===== config.mk =====
export PLATFORM = sky130hd
export DESIGN_NAME = cache_arbiter
export DESIGN_NICKNAME = d
export VERILOG_FILES = /design/src/rtl/cache_arbiter_pkg.sv /design/src/rtl/cache_arbiter_pick.sv /design/src/rtl/cache_arbiter.sv
export SDC_FILE = /design/constraint.sdc
export NUM_CORES = 1
export LEC_CHECK = 0
export CAP_MARGIN = 40
export CORE_AREA = 10 10 314 316
export DETAILED_ROUTE_END_ITERATION = 12
export DIE_AREA = 0 0 324 326
export PLACE_DENSITY = 0.42
export SLEW_MARGIN = 10
export SYNTH_ARGS = -nofsm -noshare
export SYNTH_HDL_FRONTEND = slang
export SYNTH_HIERARCHICAL = 1
export SYNTH_SLANG_ARGS = --single-unit

===== constraint.sdc =====
create_clock -name clk -period 2.13 [get_ports clk]
set_clock_uncertainty 0.15 [all_clocks]
set_input_delay 0.5325 -clock clk [delete_from_list [all_inputs] [get_ports clk]]
set_output_delay 0.5325 -clock clk [all_outputs]
set_load 0.03 [all_outputs]

===== src/rtl/cache_arbiter_pkg.sv =====
// Shared types for the two-port L1 -> physical memory arbiter.
package arbiter_types;

  // Arbiter FSM: idle, or serving one latched command for I or D.
  typedef enum logic [1:0] {
    IDLE    = 2'd0,
    SERVE_I = 2'd1,
    SERVE_D = 2'd2
  } arb_state_t;

  // Requester identity, also used to remember the last grant.
  typedef enum logic {
    REQ_I = 1'b0,
    REQ_D = 1'b1
  } req_id_t;

  // Byte offset bits within a 128-bit line.
  localparam int unsigned LINE_OFFSET_BITS = 4;

  // The requester that did not win last time.
  function automatic req_id_t other_req(input req_id_t id);
    return (id == REQ_I) ? REQ_D : REQ_I;
  endfunction

endpackage


===== src/rtl/cache_arbiter_pick.sv =====
// Two-way round-robin selector; purely combinational.
module rr_pick2
  import arbiter_types::*;
(
  input  logic    req_i,
  input  logic    req_d,
  input  req_id_t last_grant,
  output logic    grant_valid,
  output req_id_t grant_id
);

  // A lone requester wins outright; a tie goes to whoever did not win last.
  always_comb begin
    grant_valid = req_i | req_d;
    grant_id    = REQ_I;
    if (req_i && req_d) begin
      grant_id = other_req(last_grant);
    end else if (req_d) begin
      grant_id = REQ_D;
    end
  end

endmodule


===== src/rtl/cache_arbiter.sv =====
// Shares one line-granular memory port between the I-cache and D-cache.
// One command is latched at grant and held until the memory responds.
module cache_arbiter
  import arbiter_types::*;
#(
  parameter int unsigned ADDR_WIDTH = 16,
  parameter int unsigned LINE_WIDTH = 128
) (
  input  logic                  clk,
  input  logic                  rst_n,
  input  logic                  i_read,
  input  logic                  i_write,
  input  logic [ADDR_WIDTH-1:0] i_address,
  input  logic [LINE_WIDTH-1:0] i_wdata,
  output logic                  i_resp,
  output logic [LINE_WIDTH-1:0] i_rdata,
  input  logic                  d_read,
  input  logic                  d_write,
  input  logic [ADDR_WIDTH-1:0] d_address,
  input  logic [LINE_WIDTH-1:0] d_wdata,
  output logic                  d_resp,
  output logic [LINE_WIDTH-1:0] d_rdata,
  output logic                  pmem_read,
  output logic                  pmem_write,
  output logic [ADDR_WIDTH-1:0] pmem_address,
  output logic [LINE_WIDTH-1:0] pmem_wdata,
  input  logic                  pmem_resp,
  input  logic [LINE_WIDTH-1:0] pmem_rdata
);

  arb_state_t            state_q, state_d;
  req_id_t               last_grant_q, last_grant_d;
  logic [ADDR_WIDTH-1:0] addr_q, addr_d;
  logic [LINE_WIDTH-1:0] wdata_q, wdata_d;
  logic                  write_q, write_d;

  logic                  grant_valid;
  req_id_t               grant_id;

  rr_pick2 u_pick (
    .req_i       (i_read | i_write),
    .req_d       (d_read | d_write),
    .last_grant  (last_grant_q),
    .grant_valid (grant_valid),
    .grant_id    (grant_id)
  );

  // Next state: grant only from IDLE, so a completed requester gets an edge
  // to drop its level before it can be considered again.
  always_comb begin
    state_d      = state_q;
    last_grant_d = last_grant_q;
    addr_d       = addr_q;
    wdata_d      = wdata_q;
    write_d      = write_q;
    unique case (state_q)
      IDLE: begin
        if (grant_valid) begin
          last_grant_d = grant_id;
          if (grant_id == REQ_D) begin
            state_d = SERVE_D;
            addr_d  = d_address;
            wdata_d = d_wdata;
            write_d = d_write;
          end else begin
            state_d = SERVE_I;
            addr_d  = i_address;
            wdata_d = i_wdata;
            write_d = i_write;
          end
        end
      end
      SERVE_I, SERVE_D: begin
        if (pmem_resp) state_d = IDLE;
      end
      default: state_d = IDLE;
    endcase
  end

  // State and command latches; reset aborts any service in flight.
  always_ff @(posedge clk or negedge rst_n) begin
    if (!rst_n) begin
      state_q      <= IDLE;
      last_grant_q <= REQ_I;
      addr_q       <= '0;
      wdata_q      <= '0;
      write_q      <= 1'b0;
    end else begin
      state_q      <= state_d;
      last_grant_q <= last_grant_d;
      addr_q       <= addr_d;
      wdata_q      <= wdata_d;
      write_q      <= write_d;
    end
  end

  // Memory request levels from the latch; responses steered by state only,
  // so a pmem_resp seen in IDLE reaches neither cache.
  always_comb begin
    pmem_read    = (state_q != IDLE) && !write_q;
    pmem_write   = (state_q != IDLE) && write_q;
    pmem_address = addr_q;
    pmem_wdata   = wdata_q;
    i_resp       = (state_q == SERVE_I) && pmem_resp;
    d_resp       = (state_q == SERVE_D) && pmem_resp;
    i_rdata      = pmem_rdata;
    d_rdata      = pmem_rdata;
  end

endmodule


Fig. 1: run 1, the metal 2 layer
(1 px per um) Cells faint in the background.
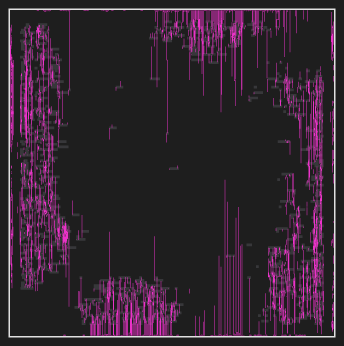
The wires run mostly vertical. The longest straight run is 155 um. The layer carries 17900 um of wire.

Fig. 2: run 1, clock network drawn from the DEF
(2 px per um)
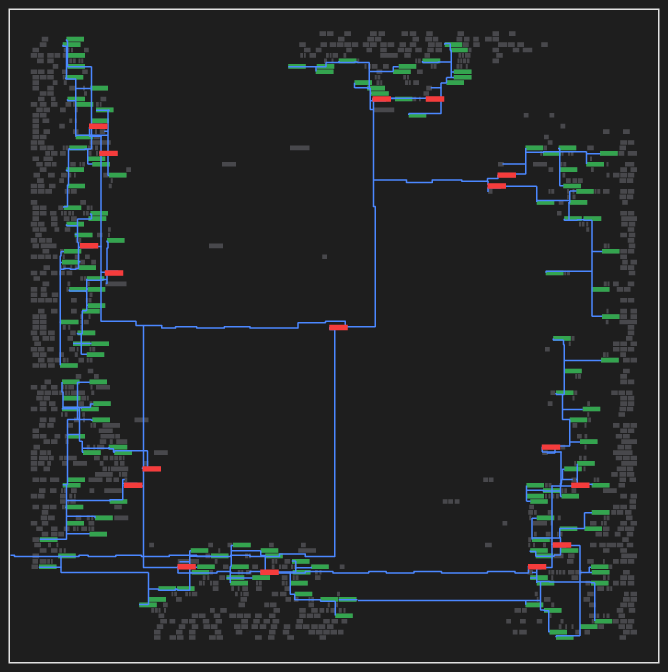
flip-flops: drawn in green, count 148. clock wires: drawn in blue, length 3250 um. clock drivers: drawn in red, count 17.
Position of the flops: widely spread.

==> qor.csv, run 1 <==
stage,metric,value,unit
yosys,top_area_cell,dfrtp_1,
worst_setup_path,cp_slowest_cell,dfrtp_1,
grt,busiest_layer,met2,
placement,place_ws,-0.582,ns
worst_setup_path,cp.required,1.45,ns
clocking,clk_path_buf_depth,2,
worst_setup_path,reg2reg_slack,0.18,ns
grt,grt_usage,7.42,%
worst_setup_path,critPathKind,flip-flop to output pin,
grt,grt.met3_usage,4.65,%
final_layout,seq_area,0.00370,mm2
route,drt_wl_total,40700,um
sta,layout_min_cycle_time,2.16,ns
yosys,mux_share,16.2,%
final_layout,layout.non_clock_buffers,500,
job,warnings,31,
grt,use_met1,7.62,%
yosys,logic_family,buffers and inverters,
final_layout,postLayoutCoreUtil,15.0,%
run_status,violations,negative setup slack,
route,drcViolationCount,0,
yosys,simple_gate_share,6.86,%
die,die_h,326,um
route,wl_met3,5480,um
placement,portBuffers,442,
yosys,netlist_instances,912,
run_status,status,"finished, violations left",
grt,grt_util_met2,11.2,%
yosys,fp_nets,1339,
sta,maxSlewViolCount,0,
yosys,synth-edff-count,0,
worst_setup_path,end_kind,output pin,
power,finalPower,19.8,mW
final_layout,nets,1553,
final_layout,inverters,3,
final_layout,drive_above_1_share,13.7,%
sta,setup_slack,-0.0261,ns
sta,setup_viol,3,
yosys,ys_chip_area,0.00900,mm2
die,tapCellCount,1197,
route,avgRoutedWirePerCell,17.4,um
route,wl_met2,17900,um
worst_setup_path,path_cells,buf_4 > ha_4 > and2_4 > buf_12,
route,routed.top_layer,met4,
Fig. 3: run 1, pin placement
Pins as bars across the die edge, other pins in gray.
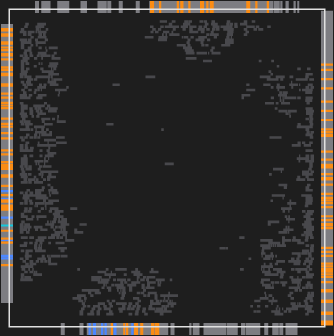
pmem_address: drawn in blue, pins 16, direction output, edge 10 bottom, 6 left. rst_n: drawn in cyan, pins 1, direction input, edge left. i_wdata: drawn in orange, pins 128, direction input, edge 50 right, 48 left, 17 top, 13 bottom.
All pins by edge: 238 right, 211 left, 195 top, 183 bottom.

Fig. 4: run 1, clock routing
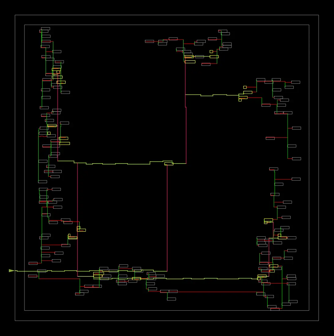
clock sinks: 148
# clk buffers: 18
seq_cells: 148

==> run 1: what timing repair did <==
action                                 CTS  global route
endpoints found under the hold margin   28             0
gates cloned                             0             3
setup endpoints to repair              116            53
hold buffers                             1             0
gates resized                          125            29
setup buffers                            1            11
pin swaps                                2             2
==> run 1: worst max-delay path, delay by kind of cell, from the launching register on <==
kind | cells | cell delay [ns]
DFF | 1 | 0.42
adders and majority gates | 1 | 0.14
and+or+nand+nor | 1 | 0.13
buffers and inverters | 2 | 0.29
==> run 1: where the power goes <==
part           leakage, nW  internal (mW)  total, mW  switching (mW)
Combinational         3.61           4.26       11.3            7.00
Clock                0.307           2.00       3.44            1.44
Sequential            1.65           4.25       5.12           0.872
Fig. 5: run 1, placed cells, one color a class
(1 px per um) Fill, decap, tap and diode cells in gray.
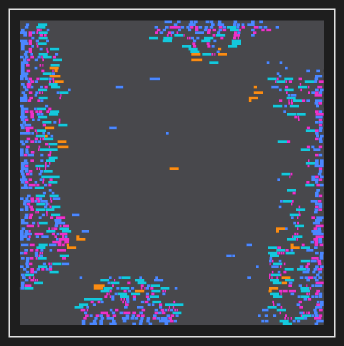

==> inputs of run 2 (changes only) <==
CELL_PAD_IN_SITES_DETAIL_PLACEMENT = 1   (was default)
CELL_PAD_IN_SITES_GLOBAL_PLACEMENT = 1   (was default)
CORE_AREA = 10 10 316 318   (was 10 10 314 316)
DIE_AREA = 0 0 326 328   (was 0 0 324 326)
PLACE_DENSITY = 0.53   (was 0.42)
Fig. 6: run 2, placed cells, one color a class
(1 px per um) Fill, decap, tap and diode cells in gray.
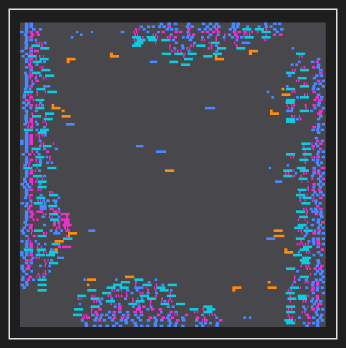
remaining buffers and delay cells: drawn in blue, cells 504, share of their area 40%. clock drivers and dummy loads: drawn in orange, cells 32, share of their area 4.7%. combinational and other logic: drawn in magenta, cells 459, share of their area 25%. sequential cells: drawn in cyan, cells 148, share of their area 30%.

==> run 2 against run 1 <==
Critical endpoint is now i_resp. Largest cell class unchanged. Wire length grew 1.5%. Non-clock buffer count grew 4. The flow still finishes with violations (negative setup slack). Critical path type unchanged. Worst hold slack gained 0.0059 ns. Core utilization shrank 0.12 points. Final cell count grew 2.6%. Combinational power is essentially flat. Die area grew 1.2%.
==> qor.csv, run 2 <==
stage,metric,value,unit,change
grt,grt_usage,7.34,%,-0.084 points
worst_setup_path,critPathBufInv,2,,unchanged
route,drcViolationCount,0,,unchanged
worst_setup_path,cp.required,1.45,ns,about the same
placement,place_ws,-0.589,ns,-0.00700 ns
worst_setup_path,worst-path-stages,4,,unchanged
yosys,simple_gate_share,6.86,%,unchanged
clocking,clk_path_buf_depth,2,,unchanged
power,finalPower,19.3,mW,-2.7%
final_layout,nets,1557,,+0.26%
route,drt_wl_total,41300,um,+1.5%
grt,grt.met3_usage,4.43,%,-0.22 points
grt,busiest_layer,met2,,
run_status,status,"finished, violations left",,
final_layout,seq_area,0.00371,mm2,about the same
route,wl_met2,19000,um,+6.3%
worst_setup_path,end_kind,output pin,,
power,switching_share,48.1,%,+1.1 points
job,warnings,31,,unchanged
power,seq_power_share,26.2,%,+0.4 points
final_layout,inverters,3,,unchanged
yosys,netlist_instances,912,,unchanged
run_status,violations,negative setup slack,,
final_layout,layout.non_clock_buffers,504,,+0.80%
route,routed.top_layer,met5,,
worst_setup_path,reg2reg_slack,0.20,ns,+0.02 ns
worst_setup_path,cp_slowest_cell,dfrtp_1,,
route,avgRoutedWirePerCell,17.2,um,-1.0%
yosys,mux_share,16.2,%,unchanged
power,internal-power,10.0,mW,-4.7%
power,pg_clk,3.07,mW,-11%
power,comb_power_share,57.8,%,+1.0 points
sta,setup_viol,5,,+2
die,die_h,328,um,+0.61%
yosys,fp_nets,1339,,unchanged
clocking,cts.sinks,148,,unchanged
final_layout,flop-count,148,,unchanged
sta,maxSlewViolCount,0,,unchanged
yosys,logic_family,buffers and inverters,,
placement,portBuffers,442,,unchanged
sta,setup_slack,-0.0235,ns,+0.00254 ns
worst_setup_path,critPathKind,flip-flop to output pin,,
die,tapCellCount,1254,,+4.8%
power,pg_seq,5.06,mW,-1%
==> run 2: cell count changes in the layout (fill, tap and decap cells not counted), moves of 5 or more <==
cell / before / now
dlygate4sd2_1: 107 / 125
buf_4: 74 / 62
mux2i_1: 131 / 138
inv_6: 3 / 8
mux2i_4: 5 / 0
==> run 2: timing repair <==
| action | 4_1_cts | 5_1_grt |
|---|---|---|
| endpoints found under the setup margin | 132 | 76 |
| pin swaps | 3 | 4 |
| endpoints found under the hold margin | 30 | 0 |
| setup buffers | 2 | 8 |
| hold buffers | 1 | 0 |
| gates cloned | 0 | 4 |
| resized | 147 | 16 |
==> run 2: metrics by stage <==
stage | util (%) | area [um2]
after floorplan | - | 9000
after global placement | 14.0 | 13100
after detailed placement | 14.0 | 13100
after CTS | 14.6 | 13600
after global routing | 14.8 | 13800
final | 14.8 | 13800
Power figures rest on the tool's default switching activity, not on a simulated workload.
